--- src/rtl/riscv_pkg.sv ---
// Shared definitions for the fetch front end: machine width, canonical NOP
// and the fetch controller state encoding.
package riscv_pkg;

   localparam int XLEN = 32;

   localparam logic [XLEN-1:0] NOP_INSTR = 32'h0000_0013;

   typedef enum logic [1:0] {
      BOOT = 2'd0,
      RUN  = 2'd1,
      HALT = 2'd2
   } fetch_state_e;

endpackage

--- src/rtl/if_id_reg.sv ---
// IF/ID pipeline register: flush inserts a bubble (NOP, invalid) while keeping
// the PC fields; hold freezes every field.
module if_id_reg
   import riscv_pkg::*;
#(
   parameter logic [XLEN-1:0] NOP = NOP_INSTR
) (
   input  logic            clk,
   input  logic            rst_n,
   input  logic            hold,
   input  logic            flush,
   input  logic [XLEN-1:0] cap_pc,
   input  logic [XLEN-1:0] cap_instr,
   output logic            id_valid,
   output logic [XLEN-1:0] id_pc,
   output logic [XLEN-1:0] id_pc_plus4,
   output logic [XLEN-1:0] id_instr
);

   logic            vld_p1;
   logic [XLEN-1:0] pc_p1;
   logic [XLEN-1:0] pc4_p1;
   logic [XLEN-1:0] instr_p1;

   // ---- IF -> ID boundary ----
   always_ff @(posedge clk or negedge rst_n) begin
      if (!rst_n) begin
         vld_p1   <= 1'b0;
         pc_p1    <= '0;
         pc4_p1   <= '0;
         instr_p1 <= NOP;
      end else if (flush) begin
         vld_p1   <= 1'b0;
         instr_p1 <= NOP;
      end else if (!hold) begin
         vld_p1   <= 1'b1;
         pc_p1    <= cap_pc;
         pc4_p1   <= cap_pc + 32'd4;
         instr_p1 <= cap_instr;
      end
   end

   assign id_valid    = vld_p1;
   assign id_pc       = pc_p1;
   assign id_pc_plus4 = pc4_p1;
   assign id_instr    = instr_p1;

endmodule

--- src/rtl/if_stage.sv ---
// Instruction fetch stage: owns the PC, drives the instruction memory address,
// handles stall/redirect/fault and counts retired fetches.
module if_stage #(
   parameter logic [31:0] RESET_PC   = 32'h0000_0000,
   parameter logic [31:0] IMEM_BYTES = 32'd32768,
   parameter logic [31:0] NOP_INSTR  = riscv_pkg::NOP_INSTR
) (
   input  logic        clk,
   input  logic        rst_n,
   output logic [31:0] imem_addr,
   input  logic [31:0] imem_rdata,
   input  logic        stall,
   input  logic        redirect_valid,
   input  logic [31:0] redirect_pc,
   output logic        id_valid,
   output logic [31:0] id_pc,
   output logic [31:0] id_pc_plus4,
   output logic [31:0] id_instr,
   output logic        fetch_fault,
   output logic [31:0] fetch_count
);

   riscv_pkg::fetch_state_e state;
   logic [31:0] pc_p0;
   logic        fault_q;
   logic [31:0] fetch_count_q;
   logic        in_range;
   logic        misaligned;
   logic        flush;
   logic        capture;

   function automatic logic [31:0] sat_inc(input logic [31:0] v);
      sat_inc = (v == 32'hFFFF_FFFF) ? v : v + 32'd1;
   endfunction

   always_comb begin
      in_range   = (pc_p0 < IMEM_BYTES);
      misaligned = (redirect_pc[1:0] != 2'b00);
      flush      = 1'b0;
      capture    = 1'b0;
      if (state == riscv_pkg::RUN) begin
         if (redirect_valid || !in_range) flush = 1'b1;
         else if (!stall)                 capture = 1'b1;
      end
   end

   // ---- PC / control boundary ----
   always_ff @(posedge clk or negedge rst_n) begin
      if (!rst_n) begin
         state         <= riscv_pkg::BOOT;
         pc_p0         <= RESET_PC;
         fault_q       <= 1'b0;
         fetch_count_q <= '0;
      end else begin
         case (state)
            riscv_pkg::BOOT: state <= riscv_pkg::RUN;
            riscv_pkg::RUN: begin
               if (redirect_valid) begin
                  if (misaligned) begin
                     fault_q <= 1'b1;
                     state   <= riscv_pkg::HALT;
                  end else begin
                     pc_p0 <= redirect_pc;
                  end
               end else if (!in_range) begin
                  fault_q <= 1'b1;
                  state   <= riscv_pkg::HALT;
               end else if (!stall) begin
                  pc_p0         <= pc_p0 + 32'd4;
                  fetch_count_q <= sat_inc(fetch_count_q);
               end
            end
            default: state <= riscv_pkg::HALT;
         endcase
      end
   end

   if_id_reg #(
      .NOP (NOP_INSTR)
   ) u_if_id (
      .clk         (clk),
      .rst_n       (rst_n),
      .hold        (!capture),
      .flush       (flush),
      .cap_pc      (pc_p0),
      .cap_instr   (imem_rdata),
      .id_valid    (id_valid),
      .id_pc       (id_pc),
      .id_pc_plus4 (id_pc_plus4),
      .id_instr    (id_instr)
   );

   assign imem_addr   = pc_p0;
   assign fetch_fault = fault_q;
   assign fetch_count = fetch_count_q;

endmodule

--- config.mk ---
export PLATFORM = sky130hd
export DESIGN_NAME = if_stage
export DESIGN_NICKNAME = d
export VERILOG_FILES = /design/src/rtl/riscv_pkg.sv /design/src/rtl/if_id_reg.sv /design/src/rtl/if_stage.sv
export SDC_FILE = /design/constraint.sdc
export NUM_CORES = 1
export LEC_CHECK = 0
export ABC_AREA = 1
export CAP_MARGIN = 20
export CORE_ASPECT_RATIO = 2
export CORE_MARGIN = 1
export CORE_UTILIZATION = 30
export CTS_CLUSTER_DIAMETER = 120
export DETAILED_ROUTE_END_ITERATION = 6
export GPL_TIMING_DRIVEN = 0
export SLEW_MARGIN = 10
export SYNTH_ARGS = -nofsm -noshare
export SYNTH_HDL_FRONTEND = slang
export SYNTH_SLANG_ARGS = --single-unit
--- constraint.sdc ---
create_clock -name clk -period 1.85 [get_ports clk]
set_clock_uncertainty 0.15 [all_clocks]
set_input_delay 0.37 -clock clk [delete_from_list [all_inputs] [get_ports clk]]
set_output_delay 0.37 -clock clk [all_outputs]
set_load 0.01 [all_outputs]
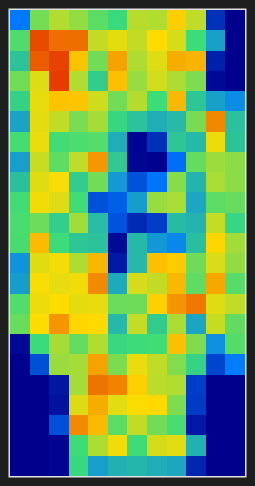
(local utilization)
Scale: 2 px per µm. 12 x 23 tiles, from dark blue (low) to red (high), 0 to 100% covered.
- nearly empty tiles: 12%
- tiles over 75% full: 14%
- fullest tile: 93%
- mean over tiles: 50%
Initial Util: 30.5%
Core ar.: 26300 µm²
utilization of the core after routing: 53.2%

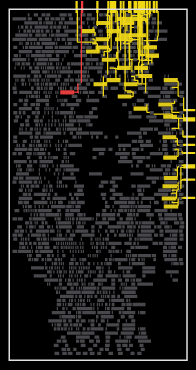
(wires at chosen ports, followed through buffers)
Scale: 1.5 px per µm.
- yellow: id_instr (bits 32; direction output; edge 22 top, 10 right; end cells 32; buffers 32; wire 1090 µm)
- red: id_valid (bits 1; direction output; edge top; end cells 1; buffers 1; wire 57.9 µm)
boundary pin count: 230
IO buf count: 228

==> reports/qor.json <==
{
  "worst_setup_path_end_kind": "register",
  "internal-power_mw": 6.02,
  "detailedRoute.firstIterationViolations": 398,
  "startpoint": "fetch_count[0]$_DFFE_PN0P_",
  "status": "finished, violations left",
  "finalSetupTns_ns": -6.62,
  "fp.dieW_um": 118,
  "end_of_the_worst_hold_path": "imem_addr[9]$_DFFE_PN0P_",
  "yosysWarnings": 0,
  "final.setup.worst_slack_ns": -0.131,
  "postSynthAreaPerCell_um2": 7.42,
  "hold_depth": 3,
  "critical_path.n_buffers_inverters": 4,
  "crit_chain": "ha_4 > nand3_4 > inv_4 > nand2_4 > nor3_4 > nand3_4 > nand2_8 > clkinv_8 > buf_12 > buf_12 > nand2_4 > nand2_2",
  "clk_path_buf_depth": 2,
  "placement.cell_area_um2": 10800,
  "gpl.final_weighted_congestion": 0.905,
  "setup_violations": 140,
  "violations": "negative setup slack",
  "gr-usage-all-layers_pct": 23.7,
  "worstSetupPathType": "register to register",
  "wirelength_um": 31900,
  "synth_top_area_share_pct": 49.7
}
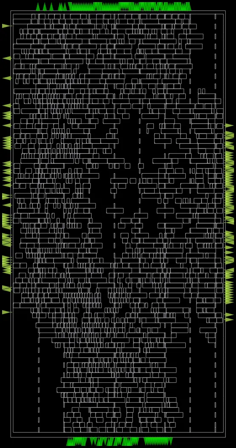
(placement view)
fillcell total: 2524
num rows: 84
proportion of cell area occupied by registers: 29.4%

## synthesized netlist by cell type, drive strengths merged
library cell / instances
clkbuf: 8
o21a: 1
buf: 29
xnor2: 10
o21bai: 1
nor2: 106
dfrtp: 159
o21ai: 43
nand4: 6
xor2: 14
nand2: 480
a21oi: 1
nand3: 83
or2: 11
inv: 99
mux2i: 2
nor3: 10
dfstp: 3
ha: 2
nand3b: 11
## power groups by stage
stage,sequential (mW),clock [mW],combinational [mW]
2_1_floorplan,3.61,0,0.0535
3_3_place_gp,3.61,0,0.294
3_5_place_dp,3.61,0,0.303
4_1_cts,3.54,3.91,0.313
5_1_grt,3.54,4.04,0.343
6_report,3.54,3.82,0.313
Power figures rest on the tool's default switching activity, not on a simulated workload.
